File: config.mk
export PLATFORM = sky130hd
export DESIGN_NAME = uart_rx
export DESIGN_NICKNAME = d
export VERILOG_FILES = /design/src/rtl/uart_rx.sv
export SDC_FILE = /design/constraint.sdc
export NUM_CORES = 1
export LEC_CHECK = 0
export CORE_MARGIN = 2
export CORE_UTILIZATION = 40
export CTS_CLUSTER_DIAMETER = 30
export DETAILED_ROUTE_END_ITERATION = 16
export HOLD_SLACK_MARGIN = 0.1
export PLACE_DENSITY = 0.56
export SLEW_MARGIN = 5
export SYNTH_ARGS = -nofsm -noshare
export SYNTH_HDL_FRONTEND = slang
export SYNTH_SLANG_ARGS = --single-unit
File: constraint.sdc
create_clock -name Clock -period 3.42 [get_ports Clock]
set_clock_uncertainty 0.15 [all_clocks]
set_input_delay 0.513 -clock Clock [delete_from_list [all_inputs] [get_ports Clock]]
set_output_delay 0.513 -clock Clock [all_outputs]
set_load 0.05 [all_outputs]
File: src/rtl/uart_rx.sv
// uart_rx -- asynchronous serial receiver, MSB first, optional parity,
// one or two stop bits, single-byte holding register with overrun detection.
//
// Parameters
//   MODOS_DE_OPERACAO [7:6] baud select, [5] stop bits (0 = two, 1 = one),
//                     [1] parity sense (0 = even, 1 = odd), [0] parity enable
//   DIV_OVERRIDE      nonzero replaces the baud-table divider
// Ports
//   Clock         system clock, rising edge
//   Reset_n       synchronous reset, active-low
//   DATA_IN       asynchronous serial line, idle high
//   READ          one-cycle pulse, consumer took DATA_OUT
//   DATA_OUT      last received byte
//   DATA_VALID    one-cycle pulse, new byte committed
//   ERRO_PARIDADE parity error of the byte in DATA_OUT
//   ERRO_FRAME    stop-bit error of the byte in DATA_OUT
//   OVERRUN       sticky, a byte was committed while the holding register was full
//   CTS           high when the holding register is empty
module uart_rx #(
    parameter logic [7:0]  MODOS_DE_OPERACAO = 8'b10110101,
    parameter logic [15:0] DIV_OVERRIDE      = 16'd0
) (
    input  logic       Clock,
    input  logic       Reset_n,
    input  logic       DATA_IN,
    input  logic       READ,
    output logic [7:0] DATA_OUT,
    output logic       DATA_VALID,
    output logic       ERRO_PARIDADE,
    output logic       ERRO_FRAME,
    output logic       OVERRUN,
    output logic       CTS
);

    localparam logic [15:0] DIV_TABLE =
        (MODOS_DE_OPERACAO[7:6] == 2'b00) ? 16'd10416 :
        (MODOS_DE_OPERACAO[7:6] == 2'b01) ? 16'd5208  :
        (MODOS_DE_OPERACAO[7:6] == 2'b10) ? 16'd2604  : 16'd868;
    localparam logic [15:0] DIV      = (DIV_OVERRIDE != 16'd0) ? DIV_OVERRIDE : DIV_TABLE;
    localparam logic [15:0] HALF     = DIV >> 1;
    localparam logic        PAR_EN   = MODOS_DE_OPERACAO[0];
    localparam logic        PAR_ODD  = MODOS_DE_OPERACAO[1];
    localparam logic        ONE_STOP = MODOS_DE_OPERACAO[5];

    // D7..D0 are consecutive so a data state advances by incrementing.
    typedef enum logic [3:0] {
        IDLE, START, D7, D6, D5, D4, D3, D2, D1, D0,
        PARIDADE, STOPBIT1, STOPBIT2, COMMIT
    } state_t;

    state_t      state_q, state_d;
    logic [15:0] cnt_q, cnt_d;
    logic [7:0]  shift_q, shift_d;
    logic        perr_q, perr_d;
    logic        ferr_q, ferr_d;
    logic        armed_q, armed_d;
    logic        sync1_q, sync2_q;
    logic [1:0]  warm_q;
    logic [7:0]  dout_q;
    logic        dv_q, eperr_q, eferr_q, ovr_q, full_q;
    logic        load;
    logic        rx;
    logic        bit_end;

    assign rx      = sync2_q;
    assign bit_end = (cnt_q == DIV);

    always_comb begin
        state_d = state_q;
        cnt_d   = cnt_q;
        shift_d = shift_q;
        perr_d  = perr_q;
        ferr_d  = ferr_q;
        armed_d = armed_q;
        load    = 1'b0;
        case (state_q)
            IDLE: begin
                cnt_d = 16'd0;
                // The synchronizer flops come out of reset holding 1, so a
                // high level only counts once real line samples have reached
                // sync2_q. This keeps a line held low through reset from
                // looking like a falling edge.
                if (warm_q == 2'd2 && rx) begin
                    armed_d = 1'b1;
                end
                if (armed_q && !rx) begin
                    state_d = START;
                    armed_d = 1'b0;
                end
            end
            START: begin
                if (cnt_q == HALF) begin
                    cnt_d   = 16'd0;
                    state_d = rx ? IDLE : D7;
                end else begin
                    cnt_d = cnt_q + 16'd1;
                end
            end
            D7, D6, D5, D4, D3, D2, D1: begin
                cnt_d = bit_end ? 16'd0 : cnt_q + 16'd1;
                if (bit_end) begin
                    shift_d = {shift_q[6:0], rx};
                    state_d = state_t'(state_q + 4'd1);
                end
            end
            D0: begin
                cnt_d = bit_end ? 16'd0 : cnt_q + 16'd1;
                if (bit_end) begin
                    shift_d = {shift_q[6:0], rx};
                    state_d = PAR_EN ? PARIDADE : STOPBIT1;
                end
            end
            PARIDADE: begin
                cnt_d = bit_end ? 16'd0 : cnt_q + 16'd1;
                if (bit_end) begin
                    if (rx != ((^shift_q) ^ PAR_ODD)) begin
                        perr_d = 1'b1;
                    end
                    state_d = STOPBIT1;
                end
            end
            STOPBIT1: begin
                cnt_d = bit_end ? 16'd0 : cnt_q + 16'd1;
                if (bit_end) begin
                    if (!rx) begin
                        ferr_d = 1'b1;
                    end
                    state_d = ONE_STOP ? COMMIT : STOPBIT2;
                    load    = ONE_STOP;
                end
            end
            STOPBIT2: begin
                cnt_d = bit_end ? 16'd0 : cnt_q + 16'd1;
                if (bit_end) begin
                    if (!rx) begin
                        ferr_d = 1'b1;
                    end
                    state_d = COMMIT;
                    load    = 1'b1;
                end
            end
            COMMIT: begin
                cnt_d   = 16'd0;
                perr_d  = 1'b0;
                ferr_d  = 1'b0;
                state_d = IDLE;
            end
            default: begin
                state_d = IDLE;
                cnt_d   = 16'd0;
            end
        endcase
    end

    // Output registers are loaded on the edge into COMMIT so that the byte,
    // its flags and the DATA_VALID pulse are all visible during COMMIT.
    always_ff @(posedge Clock) begin
        if (!Reset_n) begin
            state_q <= IDLE;
            cnt_q   <= 16'd0;
            shift_q <= 8'h00;
            perr_q  <= 1'b0;
            ferr_q  <= 1'b0;
            armed_q <= 1'b0;
            sync1_q <= 1'b1;
            sync2_q <= 1'b1;
            warm_q  <= 2'd0;
            dout_q  <= 8'h00;
            dv_q    <= 1'b0;
            eperr_q <= 1'b0;
            eferr_q <= 1'b0;
            ovr_q   <= 1'b0;
            full_q  <= 1'b0;
        end else begin
            state_q <= state_d;
            cnt_q   <= cnt_d;
            shift_q <= shift_d;
            perr_q  <= perr_d;
            ferr_q  <= ferr_d;
            armed_q <= armed_d;
            sync1_q <= DATA_IN;
            sync2_q <= sync1_q;
            if (warm_q != 2'd2) begin
                warm_q <= warm_q + 2'd1;
            end
            dv_q <= load;
            if (load) begin
                dout_q  <= shift_q;
                eperr_q <= PAR_EN & perr_d;
                eferr_q <= ferr_d;
                full_q  <= 1'b1;
                // A simultaneous READ consumes the old byte, so the overwrite
                // is not an overrun.
                if (full_q && !READ) begin
                    ovr_q <= 1'b1;
                end else if (full_q && READ) begin
                    ovr_q <= 1'b0;
                end
            end else if (READ && full_q) begin
                full_q <= 1'b0;
                ovr_q  <= 1'b0;
            end
        end
    end

    assign DATA_OUT      = dout_q;
    assign DATA_VALID    = dv_q;
    assign ERRO_PARIDADE = eperr_q;
    assign ERRO_FRAME    = eferr_q;
    assign OVERRUN       = ovr_q;
    assign CTS           = !full_q;

endmodule

==> run notes, run 1 <==
Outcome
• result of the run: complete, no violations

Finish
• diodes inserted: 0
• Nets: 294
• area taken by multi-input logic gates: 1320 µm²
• most frequently placed logic cells in the final layout: sky130_fd_sc_hd__dfxtp_1 (48), sky130_fd_sc_hd__nand2_1 (31), sky130_fd_sc_hd__nor2_1 (25), sky130_fd_sc_hd__clkdlybuf4s50_1 (16), sky130_fd_sc_hd__xnor2_1 (15)
• flip-flop and latch area: 961 µm²
• fraction of layout cells with a size suffix above 1: 0.0745
• relative area change from synthesis to final layout: 12.9%
• Finished Layout Cells: 357
• most common logic cell in the routed design: sky130_fd_sc_hd__dfxtp_1
• Fillers: 601

Die
• die area: 6580 µm²
• area inside the core boundary: 5820 µm²
• count of pins on the block boundary: 17
• Std-Cell Rows: 28
• floorplan die width: 81.1 µm
• Die Span Y: 81.1 µm
• Initial Util: 0.409

Drt
• DRC: 0
• via-per-instance ratio: 5.03
• DRC marker count from the first detailed-route iteration: 122
• via count: 1,794
• average wire per standard cell: 12.1 µm
• first drt pass iteration count: 4
• drt total wl: 4320 µm
• Routed Antenna Nets: 0

Yosys
• area reported by Yosys stat: 2380 µm²
• # Cells Yosys: 267
• synthesized cell area: 2380 µm²
• register share after synthesis: 0.404
• async set-or-reset flop fraction in the synthesized netlist: 0
• area share, top type: 0.404
• count of flip-flops with a built-in enable after synthesis: 0
• Main synth FF type: sky130_fd_sc_hd__dfxtp_1
• net count after synthesis: 279
• Ys Warns: 0
• Logic family by area: simple AND/OR/NAND/NOR gates
• Syn Area/Cell: 8.91 µm²
• biggest area consumer among synthesized cells: sky130_fd_sc_hd__dfxtp_1
• Synth Area in XOR/XNOR: 0.0831
• portion of netlist area occupied by mux cells: 0.0337
• Post-Syn Instances: 267
• area share of and-or/or-and cells after synthesis: 0.132
• fraction of the mapped netlist area in simple logic gates: 0.266
• total of flip-flops plus latches after synthesis: 48
• adder-cell share of the synthesized area: 0.0421
• biggest area contributors in the synthesized netlist: sky130_fd_sc_hd__dfxtp_1 (40%), sky130_fd_sc_hd__xnor2_1 (5.5%), sky130_fd_sc_hd__nand2_1 (4.9%), sky130_fd_sc_hd__ha_1 (4.2%), sky130_fd_sc_hd__nor2_1 (3.9%)
• unique cell type count in the Yosys netlist: 51

Flow run
• tally of OpenROAD warnings: 31
• # Max-Cap Violations: 0

Pwr
• worst voltage drop across the vdd grid: 0.000187 V
• fraction of power consumed by combinational cells: 0.137
• switching fraction of total power: 0.259
• sequential share of power: 0.546
• total power of the final layout: 1.09 mW
• leakage power: 0.966 nW
• internal power: 0.807 mW
• part of the power in the clock network: 0.317
• net switching component of the power: 0.282 mW
• power per standard cell area: 406 nW/µm²

Global routing
• global-route usage over all layers: 0.147
• largest net degree at the start of global routing: 36
• via count of the first global-routing pass: 1,701
• global route total overflow: 0
• initial antenna violation count: 0
• wire length of the first global-routing pass: 7530 µm

Clock network
• Post-CTS Hold Buffers: 0
• clock latency reported for the late side of the worst-skew pair: 300 ps
• root buf cell: sky130_fd_sc_hd__clkbuf_8
• clock tree from TritonCTS: done
• maximum level of the CTS H-tree: 2
• quantity of gates resized following cts: 0
• Clock transition at path regs: 90 ps
• maximum number of buffers from clock root to sink: 2
• number of clock sinks: 48
• number of buffers created by CTS: 5
• Post-CTS Setup Inserts: 0

Min path
• path category of the worst min-delay check: reg2reg

Final timing
• tightest hold margin: 265 ps
• setup_tns: 0 ps
• Final setup viols: 0
• maximum achievable frequency: 375 MHz
• actual transition at the worst max-transition pin: 672 ps
• number of failing hold endpoints at the final stage: 0
• Final Cycle Share: 0.779
• worst slew slack as a fraction of its limit: 0.550
• Final Max-Slew Violation Tally: 0
• unrepaired setup endpoints after global routing: no
• Min Clock Period, post-route: 2660 ps

Worst setup path
• startpoint type of the worst setup path: register
• type of element capturing the critical path: register
• category of the most critical setup path: reg2reg
• Max FO, Critical Path: 12
• data required time of the worst path: 3470 ps
• critical path data arrival time: 2710 ps

Placed design
• number of I/O port buffers: 16
• HPWL Detailed: 2990 µm
• final weighted congestion in routability-driven placement: 0.826
• Placed Cells incl. Taps: 350

## run 1: cell usage after synthesis, types with 5 or more instances
master                     instances
sky130_fd_sc_hd__dfxtp_1          48
sky130_fd_sc_hd__nand2_1          31
sky130_fd_sc_hd__nor2_1           25
sky130_fd_sc_hd__xnor2_1          15
sky130_fd_sc_hd__inv_1            13
sky130_fd_sc_hd__nor2b_1          12
sky130_fd_sc_hd__o21ai_0          12
sky130_fd_sc_hd__nand3_1          11
sky130_fd_sc_hd__a21boi_1          8
sky130_fd_sc_hd__and2_1            8
sky130_fd_sc_hd__ha_1              8
sky130_fd_sc_hd__mux2i_1           8
sky130_fd_sc_hd__clkbuf_1          7
sky130_fd_sc_hd__a21oi_1           5
sky130_fd_sc_hd__nand2b_1          5
sky130_fd_sc_hd__xor2_1            5
## run 1: worst paths after layout
| path | depth (start not counted) | slack (ps) | end | from |
|---|---|---|---|---|
| max | 7 | 760 | ERRO_FRAME | cnt_q[0] |
| min | 1 | 260 | rx | sync1_q |
| max reg2reg | 7 | 760 | ERRO_FRAME | cnt_q[0] |
| min reg2reg | 1 | 260 | rx | sync1_q |
## run 1: power by group through the flow
stage                     combinational, mW  clock (mW)  sequential (mW)
after floorplan                       0.120           0            0.604
after global placement                0.152           0            0.608
after detailed placement              0.151           0            0.608
after CTS                             0.152       0.365            0.595
after global routing                  0.174       0.382            0.598
final                                 0.150       0.346            0.595
## run 1: per-stage QoR
stage               area, µm²  utilization  setup WS (ps)
CTS                      2690        0.462            721
floorplan                2380            -           1150
finish                   2690        0.462            757
global placement         2590        0.446            812
detailed placement       2590        0.446            746
global route             2690        0.462            512
## run 1: final cells by class
type | count | area share
Sequential cell | 48 | 0.358
Multi-Input combinational cell | 197 | 0.493
Inverter | 13 | 0.0182
Clock buffer | 6 | 0.0307
Timing Repair Buffer | 17 | 0.0624
Clock inverter | 1 | 0.00326
Tap cell | 75 | 0.0349
## run 1: routing by layer
| layer | global-route usage | vias up | share of wire |
|---|---|---|---|
| met5 | 0 | - | 0 |
| li1 | - | 938 | - |
| met2 | 0.247 | 31 | 0.46 |
| met3 | 0.0378 | 7 | 0.037 |
| met4 | 0.0492 | 0 | 0.015 |
| met1 | 0.183 | 818 | 0.48 |
## run 1: registers in the layout, indices dropped and copies added (netlist names), named ones only
register / count
ferr_q: 1
rx: 1
ERRO_PARIDADE: 1
warm_q: 2
sync1_q: 1
cnt_q: 16
perr_q: 1
shift_q: 8
DATA_OUT: 8
ERRO_FRAME: 1
state_q: 4
full_q: 1
DATA_VALID: 1
armed_q: 1
## run 1: critical path: stages (launching register included)
cell,delay [ps]
sky130_fd_sc_hd__dfxtp_1,350
sky130_fd_sc_hd__inv_1,100
sky130_fd_sc_hd__ha_1,170
sky130_fd_sc_hd__or4bb_1,530
sky130_fd_sc_hd__nor4_4,440
sky130_fd_sc_hd__and3_1,540
sky130_fd_sc_hd__nand3_1,140
sky130_fd_sc_hd__o211a_1,150
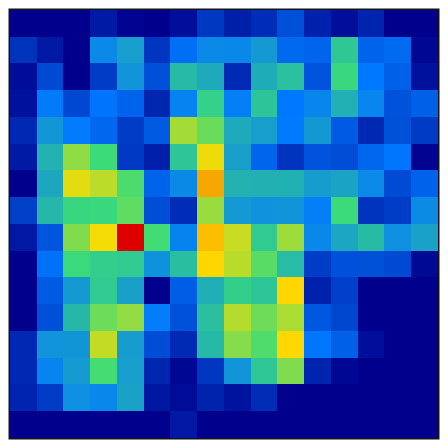
run_1/route_heat.png
The die is cut into 16 by 16 equal tiles; dark blue is low, red is high, scaled to the fullest tile. Values are wire area over tile area, all layers added.
The fullest tile reaches 0.42. The mean over all tiles is 0.10. The emptiest ninth of the die: south-east.

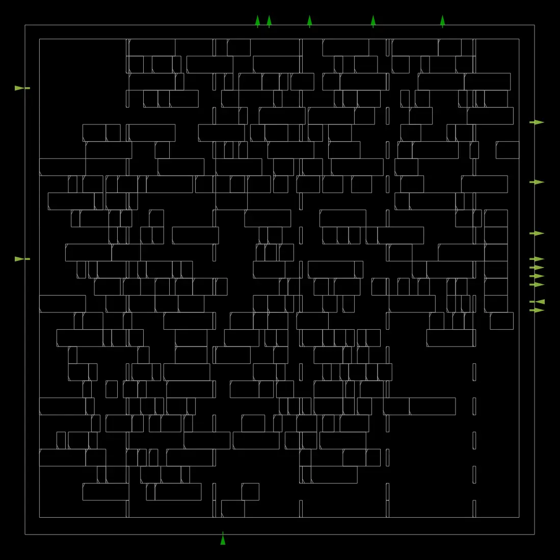
run_1/placed.png
tap cells: 75
final cell utilization of the core: 0.462

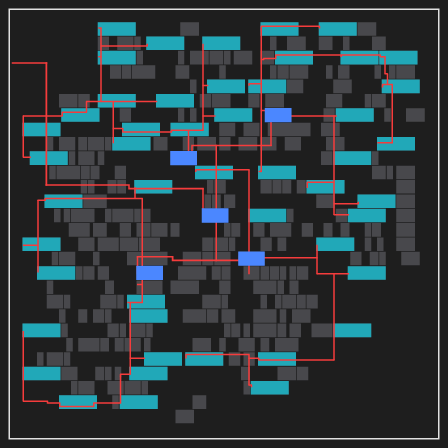
run_1/clock_wires.png
Red is clock wires, length 616 µm. Blue is clock-net drivers, count 5. Cyan is flip-flops, count 48.
Position of the flops: widely spread.

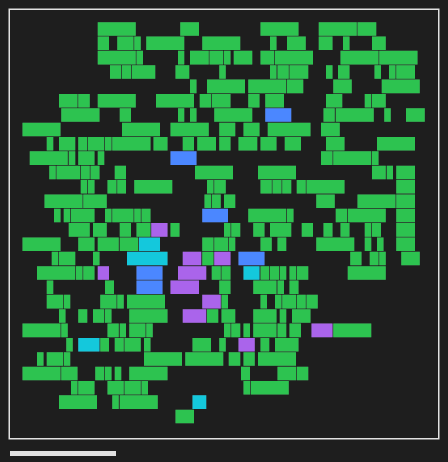
run_1/sizing.png
The bar under the picture is 20 µm long.
Cyan is x3 and x4, cells 5, share 1.8%. Blue is x6 and larger, cells 6, share 2.1%. Purple is x2, cells 10, share 3.5%. Green is x1 and smaller, cells 261, share 93%.

==> run 2: changes to the inputs <==
--- a/config.mk
+++ b/config.mk
@@ -10,7 +10,7 @@
 export CTS_CLUSTER_DIAMETER = 30
 export DETAILED_ROUTE_END_ITERATION = 16
 export HOLD_SLACK_MARGIN = 0.1
-export PLACE_DENSITY = 0.56
+export PLACE_DENSITY = 0.58
 export SLEW_MARGIN = 5
 export SYNTH_ARGS = -nofsm -noshare
 export SYNTH_HDL_FRONTEND = slang
==> constraint.sdc (replaced) <==
create_clock -name Clock -period 2.2 [get_ports Clock]
set_clock_uncertainty 0.15 [all_clocks]
set_input_delay 0.33 -clock Clock [delete_from_list [all_inputs] [get_ports Clock]]
set_output_delay 0.33 -clock Clock [all_outputs]
set_load 0.05 [all_outputs]
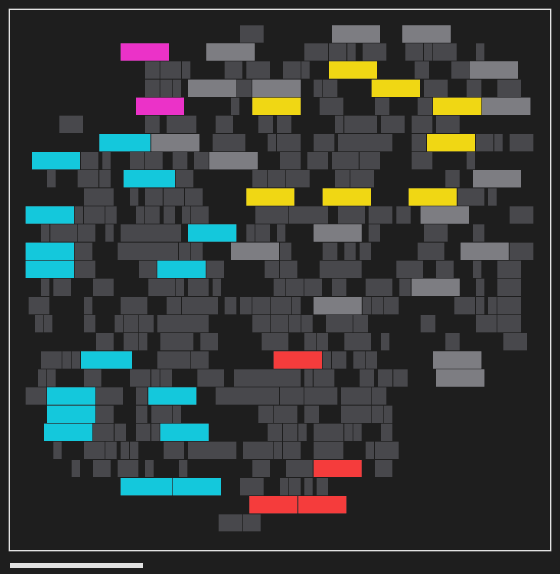
run_2/ff_map.png
The bar under the picture is 20 µm long.
Red is state_q, sequential cells 4, where south. Yellow is shift_q, sequential cells 8. Magenta is warm_q, sequential cells 2. Cyan is cnt_q, sequential cells 16.
Another 18 sequential cells are not coloured.

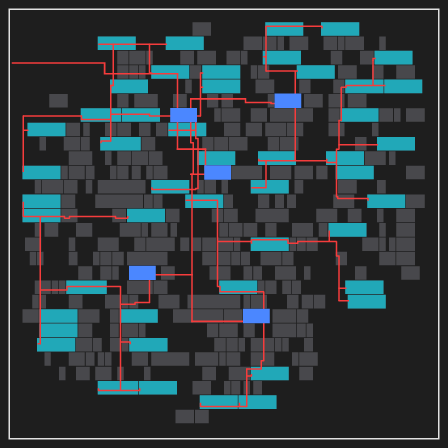
run_2/clock_wires.png
Red is clock wires, length 610 µm. Cyan is flip-flops, count 48. Blue is clock-net drivers, count 5.
There are 6 routed clock nets. Position of the flops: widely spread.

==> run 2 against run 1 <==
The flow now finishes with violations (negative setup slack). Final cell count up 8.4%. Global-route usage up 1.3 points. Critical path type unchanged. Hold slack worse by 1.4 ps. Sequential share of layout area down 4.2 points. Count of clock-buffer cells in the layout down 1.
==> run notes, run 2 <==
Drt
• routed length on met2: 2390 µm, +20%
• first drt pass iteration count: 4, unchanged
• DR top layer: met4
• via count: 1,953, +8.9%
• average wire per standard cell: 12.6 µm, +3.9%
• Routed Antenna Nets: 0, unchanged

Final timing
• Final Cycle Share: 1.03, +0.248
• post-route worst setup slack: -57.9 ps, -815 ps
• Final setup viols: 12, +12
• setup_tns: -119 ps, -119 ps
• number of failing hold endpoints at the final stage: 0, unchanged
• maximum achievable frequency: 443 MHz, +18%
• Final Max-Slew Violation Tally: 0, unchanged
• unrepaired setup endpoints after global routing: yes
• Min Clock Period, post-route: 2260 ps, -405 ps

Pwr
• worst voltage drop across the vdd grid: 0.000285 V, +53%
• power per standard cell area: 565 nW/µm², +39%
• leakage power: 1.15 nW, +19%

Finish
• most common logic cell in the routed design: sky130_fd_sc_hd__dfxtp_1
• relative area change from synthesis to final layout: 28.5%
• flip-flop count of the largest register after layout: 16, unchanged
• most frequently placed logic cells in the final layout: sky130_fd_sc_hd__dfxtp_1 (44), sky130_fd_sc_hd__nand2_1 (26), sky130_fd_sc_hd__nor2_1 (24), sky130_fd_sc_hd__buf_4 (23), sky130_fd_sc_hd__clkdlybuf4s50_1 (16)
• diodes inserted: 0, unchanged
• Nets: 324, +10%
• fraction of layout cells with a size suffix above 1: 0.231, +0.156

Die
• Die Span Y: 81.1 µm, unchanged
• count of pins on the block boundary: 17, unchanged
• area inside the core boundary: 5820 µm², unchanged
• floorplan die width: 81.1 µm, unchanged
• Initial Util: 0.409, unchanged
• Std-Cell Rows: 28, unchanged

Yosys
• count of flip-flops with a built-in enable after synthesis: 0, unchanged
• net count after synthesis: 279, unchanged
• Syn Area/Cell: 8.91 µm², unchanged
• Ys Warns: 0, unchanged
• most frequent cell after synthesis: sky130_fd_sc_hd__dfxtp_1
• # Cells Yosys: 267, unchanged
• Post-Syn Instances: 267, unchanged
• area share, top type: 0.404, unchanged
• synthesized cell area: 2380 µm², unchanged
• biggest area consumer among synthesized cells: sky130_fd_sc_hd__dfxtp_1
• total of flip-flops plus latches after synthesis: 48, unchanged
• biggest area contributors in the synthesized netlist: sky130_fd_sc_hd__dfxtp_1 (40%), sky130_fd_sc_hd__xnor2_1 (5.5%), sky130_fd_sc_hd__nand2_1 (4.9%), sky130_fd_sc_hd__ha_1 (4.2%), sky130_fd_sc_hd__nor2_1 (3.9%)

Outcome
• failing checks: negative setup slack
• result of the run: finished, violations left

Worst setup path
• critical path's slowest cell: sky130_fd_sc_hd__or4_4
• startpoint type of the worst setup path: register
• chain of cells forming the critical path: or4_4, or4_4, a2bb2oi_4, o21ai_1, a32o_1
• type of element capturing the critical path: register
• critical path data arrival time: 2310 ps, -400 ps
• CP max stage delay: 590 ps, +50 ps
• worst setup slack for register-to-register paths: -60 ps, -810 ps

Placed design
• number of I/O port buffers: 16, unchanged
• final weighted congestion in routability-driven placement: 0.840, +1.7%
• HPWL Detailed: 3440 µm, +15%

Clock network
• maximum level of the CTS H-tree: 2, unchanged
• number of buffers created by CTS: 5, unchanged
• maximum number of buffers from clock root to sink: 2, unchanged
• Post-CTS Hold Buffers: 0, unchanged
• Clock transition at path regs: 90 ps, about the same
• number of clock sinks: 48, unchanged

Global routing
• largest net degree at the start of global routing: 22, -39%
• global route total overflow: 0, unchanged
• initial antenna violation count: 0, unchanged

-- run 2: worst max-delay path, delay by kind of cell (launching register included) --
kind            cells  cell delay, ps
simple gates        2            1160
compound gates      3             520
flops               1             330
-- run 2: per-stage QoR --
stage / instances / worst slack, ps / power (mW) / area (µm²) / util
floorplan: 267 / 3.76 / 1.13 / 2380 / -
global placement: 375 / -7.29 / 1.19 / 2810 / 0.483
detailed placement: 375 / -97.5 / 1.20 / 2810 / 0.483
CTS: 385 / -25.8 / 1.72 / 2960 / 0.509
global route: 387 / -90.9 / 1.82 / 3060 / 0.525
finish: 387 / -57.9 / 1.73 / 3060 / 0.525
-- run 2: final timing paths --
kind                 start          to  cells past startpoint
setup / recovery  cnt_q[7]  state_q[2]                      5
hold / removal     sync1_q          rx                      1
setup reg to reg  cnt_q[7]  state_q[2]                      5
hold reg to reg    sync1_q          rx                      1
-- run 2: cell type report --
cell class	count	area [µm²]
Timing Repair Buffer	47	432
Multi-Input combinational cell	197	1430
Clock inverter	2	12.5
Clock buffer	5	68.8
Inverter	13	53.8
Fill cell	556	2760
Tap cell	75	93.8
Sequential cell	48	966
-- run 2: cells by family after synthesis --
group,Yosys count,synth area share
compound gates,43,0.132
xor+xnor,21,0.0831
fa+ha+maj,8,0.0421
mux,8,0.0337
buf+inv,22,0.0395
simple gates,117,0.266
flops,48,0.404
-- run 2: where the power goes --
part           internal, mW  switching [mW]  total (mW)
Sequential            0.898          0.0243       0.923
Combinational         0.147           0.149       0.296
Clock                 0.216           0.292       0.507
Total                  1.26           0.464        1.73
-- run 2: timing repair --
item / 4_1_cts / 5_1_grt
pin swaps: 7 / 10
buffers inserted: 4 / 2
setup endpoints to repair: 6 / 39
resized: 18 / 21
-- run 2: per-layer routing --
metal / vias up / global-route usage
li1: 1001 / -
met1: 916 / 0.197
met2: 27 / 0.278
met3: 9 / 0.0378
met4: 0 / 0.0458
met5: - / 0
==> run 3: changes to the inputs <==
--- a/config.mk
+++ b/config.mk
@@ -15,3 +15,4 @@
 export SYNTH_ARGS = -nofsm -noshare
 export SYNTH_HDL_FRONTEND = slang
 export SYNTH_SLANG_ARGS = --single-unit
+export TNS_END_PERCENT = 20
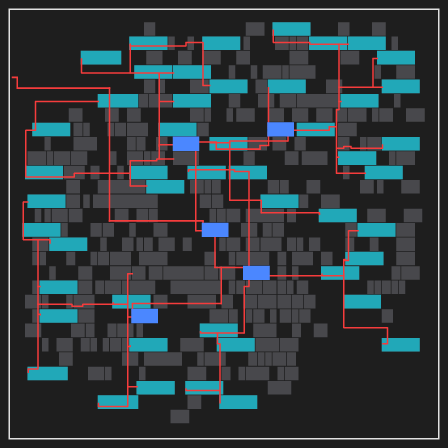
run_3/clock_wires.png
Red is clock wires, length 655 µm. Blue is clock-net drivers, count 5. Cyan is flip-flops, count 48.
Position of the flops: widely spread.

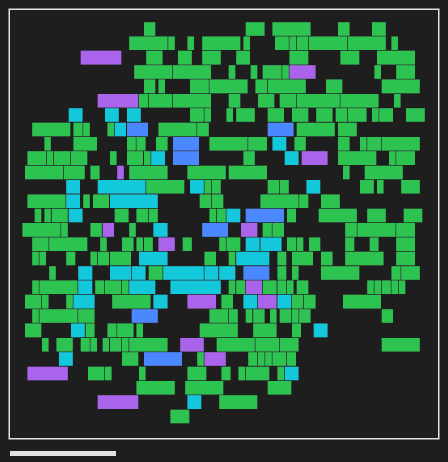
run_3/sizing.png
The bar under the picture is 20 µm long.
Blue is x6 and larger, cells 9, share 2.9%. Green is x1 and smaller, cells 247, share 80%. Purple is x2, cells 15, share 4.9%. Cyan is x3 and x4, cells 38, share 12%.

==> run 3 against run 2 <==
The flow still finishes with violations (negative setup slack). Critical endpoint unchanged. First-iteration DRC count grew 16%. Highest routed layer unchanged. Largest cell class unchanged. Cell area shrank 2.1%. Flip-flop count is the same. Global-route usage is essentially flat. Register-to-register slack gained 20 ps.
==> run notes, run 3 <==
Outcome
• result of the run: finished, violations left
• failing checks: negative setup slack

Final timing
• maximum achievable frequency: 447 MHz, +1.0%
• setup_tns: -187 ps, -68.1 ps
• unrepaired setup endpoints after global routing: yes
• number of failing hold endpoints at the final stage: 0, unchanged
• tightest hold margin: 261 ps
• post-route worst setup slack: -34.7 ps, +23.3 ps
• Final Cycle Share: 1.02, -0.0106
• actual transition at the worst max-transition pin: 499 ps
• Final setup viols: 16, +4
• worst slew slack as a fraction of its limit: 0.666
• Final Max-Slew Violation Tally: 0, unchanged
• Min Clock Period, post-route: 2230 ps, -23.3 ps

Die
• area inside the core boundary: 5820 µm², unchanged
• Std-Cell Rows: 28, unchanged
• Die Span Y: 81.1 µm, unchanged
• Initial Util: 0.409, unchanged
• count of pins on the block boundary: 17, unchanged
• die area: 6580 µm²
• floorplan die width: 81.1 µm, unchanged

Worst setup path
• number of cells traversed by the worst register-to-register path: 5, unchanged
• worst setup slack for register-to-register paths: -30 ps, +20 ps
• startpoint type of the worst setup path: register
• Max FO, Critical Path: 3
• type of element capturing the critical path: register
• most repeated library cell on the critical path: sky130_fd_sc_hd__or4_4
• data required time of the worst path: 2250 ps
• critical path data arrival time: 2280 ps, -30 ps
• reg-to-reg startpoint: cnt_q[13]
• critical path's slowest cell: sky130_fd_sc_hd__or4_4
• start point of the critical path: cnt_q[13]
• chain of cells forming the critical path: or4_4, or4_4, a2bb2oi_4, o21ai_1, a32o_1
• Worst Setup EP: state_q[2]
• destination of the worst register-to-register timing path: state_q[2]
• CP max stage delay: 590 ps, about the same
• category of the most critical setup path: reg2reg

Clock network
• clock tree from TritonCTS: done
• maximum level of the CTS H-tree: 2, unchanged
• number of clock sinks: 48, unchanged
• root buf cell: sky130_fd_sc_hd__clkbuf_8
• maximum number of buffers from clock root to sink: 2, unchanged
• Clock transition at path regs: 100 ps, about the same
• clock latency reported for the late side of the worst-skew pair: 300 ps
• number of buffers created by CTS: 5, unchanged

Drt
• drt total wl: 4810 µm
• average wire per standard cell: 12.5 µm, -0.48%
• DRC marker count from the first detailed-route iteration: 111
• Routed Antenna Nets: 0, unchanged
• first drt pass iteration count: 4, unchanged
• DRC: 0
• via-per-instance ratio: 4.97
• via count: 1,909, -2.3%

Min path
• path category of the worst min-delay check: reg2reg
• cell count of the worst hold path: 1, unchanged

Yosys
• count of flip-flops with a built-in enable after synthesis: 0, unchanged
• Syn Area/Cell: 8.91 µm², unchanged
• area reported by Yosys stat: 2380 µm²
• net count after synthesis: 279, unchanged
• total of flip-flops plus latches after synthesis: 48, unchanged
• async set-or-reset flop fraction in the synthesized netlist: 0
• # Cells Yosys: 267, unchanged
• most common library cells after synthesis: sky130_fd_sc_hd__dfxtp_1 (48), sky130_fd_sc_hd__nand2_1 (31), sky130_fd_sc_hd__nor2_1 (25), sky130_fd_sc_hd__xnor2_1 (15), sky130_fd_sc_hd__inv_1 (13)
• area share, top type: 0.404, unchanged
• synthesized cell area: 2380 µm², unchanged
• biggest area contributors in the synthesized netlist: sky130_fd_sc_hd__dfxtp_1 (40%), sky130_fd_sc_hd__xnor2_1 (5.5%), sky130_fd_sc_hd__nand2_1 (4.9%), sky130_fd_sc_hd__ha_1 (4.2%), sky130_fd_sc_hd__nor2_1 (3.9%)
• unique cell type count in the Yosys netlist: 51
• Main synth FF type: sky130_fd_sc_hd__dfxtp_1
• most frequent cell after synthesis: sky130_fd_sc_hd__dfxtp_1
• Ys Warns: 0, unchanged
• Post-Syn Instances: 267, unchanged
• register share after synthesis: 0.404
• biggest area consumer among synthesized cells: sky130_fd_sc_hd__dfxtp_1

Finish
• flip-flop count of the largest register after layout: 16, unchanged
• diodes inserted: 0, unchanged
• final cell utilization of the core: 0.514, -0.0112
• area taken by multi-input logic gates: 1390 µm², -2.7%
• most common logic cell in the routed design: sky130_fd_sc_hd__dfxtp_1
• fraction of layout cells with a size suffix above 1: 0.201, -0.0301
• Nets: 320, -1.2%
• flip-flop and latch area: 966 µm², unchanged
• largest reg by FF count: cnt_q
• Fillers: 583, +4.9%
• most frequently placed logic cells in the final layout: sky130_fd_sc_hd__dfxtp_1 (44), sky130_fd_sc_hd__nand2_1 (31), sky130_fd_sc_hd__nor2_1 (25), sky130_fd_sc_hd__buf_4 (24), sky130_fd_sc_hd__clkdlybuf4s50_1 (16)
• relative area change from synthesis to final layout: 25.7%

Flow run
• # Max-Cap Violations: 0
• tally of OpenROAD warnings: 34

Pwr
• leakage power: 1.11 nW, -3.7%
• worst voltage drop across the vdd grid: 0.000254 V, -11%
• power per standard cell area: 585 nW/µm², +3.6%
• total power of the final layout: 1.75 mW, +1.4%

Placed design
• number of I/O port buffers: 16, unchanged
• final weighted congestion in routability-driven placement: 0.819, -2.5%
• pre-CTS setup slack: -54.5 ps, +43.1 ps
• HPWL Detailed: 3410 µm, -0.85%

Global routing
• global route total overflow: 0, unchanged
• via count of the first global-routing pass: 1,810
• global-route usage over all layers: 0.160
• initial antenna violation count: 0, unchanged
• wire length of the first global-routing pass: 8140 µm
• largest net degree at the start of global routing: 22, unchanged

==> run 3: cell count changes in the layout (fill, tap and decap cells not counted), moves of 2 or more <==
cell | before | now
sky130_fd_sc_hd__buf_6 | 7 | 1
sky130_fd_sc_hd__nand2_1 | 26 | 31
sky130_fd_sc_hd__nand2_2 | 5 | 0
sky130_fd_sc_hd__mux2i_1 | 8 | 6
sky130_fd_sc_hd__mux2i_2 | 0 | 2
==> run 3: layout make-up <==
cell class / count / share of cell area
clock buffer: 6 / 0.0276
clock inverter: 2 / 0.00502
inverter: 13 / 0.0172
multi-input combinational: 197 / 0.465
sequential: 48 / 0.323
tap: 75 / 0.0314
timing repair buffer: 43 / 0.131
==> run 3: per-stage QoR <==
stage	area [µm²]	cells
floorplan	2380	267
global placement	2810	375
detailed placement	2810	375
CTS	2940	384
global route	2990	384
finish	2990	384
==> run 3: power breakdown <==
part           switching [mW]  total, mW  leakage [nW]  internal (mW)
Combinational           0.134      0.262         0.679          0.129
Clock                   0.309      0.564        0.0434          0.255
Sequential             0.0242      0.923         0.390          0.898
==> run 3: repair_timing <==
action                                  in CTS  in global routing
cloned                                       0                  0
buffers inserted                             1                  0
pin swaps                                    5                  4
endpoints found under the setup margin      29                 39
gates resized                               10                 12
hold buffers                                 0                  0
==> run 3: cell families after synthesis <==
kind of cell | synth area share
compound gates | 0.132
buf+inv | 0.0395
mux | 0.0337
xor+xnor | 0.0831
flops | 0.404
simple gates | 0.266
fa+ha+maj | 0.0421
==> run 3: how the worst min path moves through the flow <==
| stage | slack (ps) | start | to |
|---|---|---|---|
| after floorplan | 240 | sync1_q | rx |
| after global placement | 240 | sync1_q | rx |
| after detailed placement | 240 | sync1_q | rx |
| after CTS | 270 | sync1_q | rx |
| after global routing | 280 | sync1_q | rx |
| final | 260 | sync1_q | rx |
==> run 3: worst max-delay path, delay by kind of cell (launching register included) <==
family | cells | cell delay (ps)
and+or+nand+nor | 2 | 1160
AOI/OAI and AO/OA | 3 | 510
DFF | 1 | 330
==> run 3: per-layer routing <==
layer | up-vias | share of wire | global-route usage | wire length [µm]
met5 | - | 0 | 0 | 0
met4 | 0 | 0.0065 | 0.0458 | 31
met3 | 4 | 0.030 | 0.0367 | 143
met2 | 24 | 0.49 | 0.282 | 2370
met1 | 894 | 0.47 | 0.193 | 2260
li1 | 987 | - | - | -
Power and IR drop assume default switching activity.
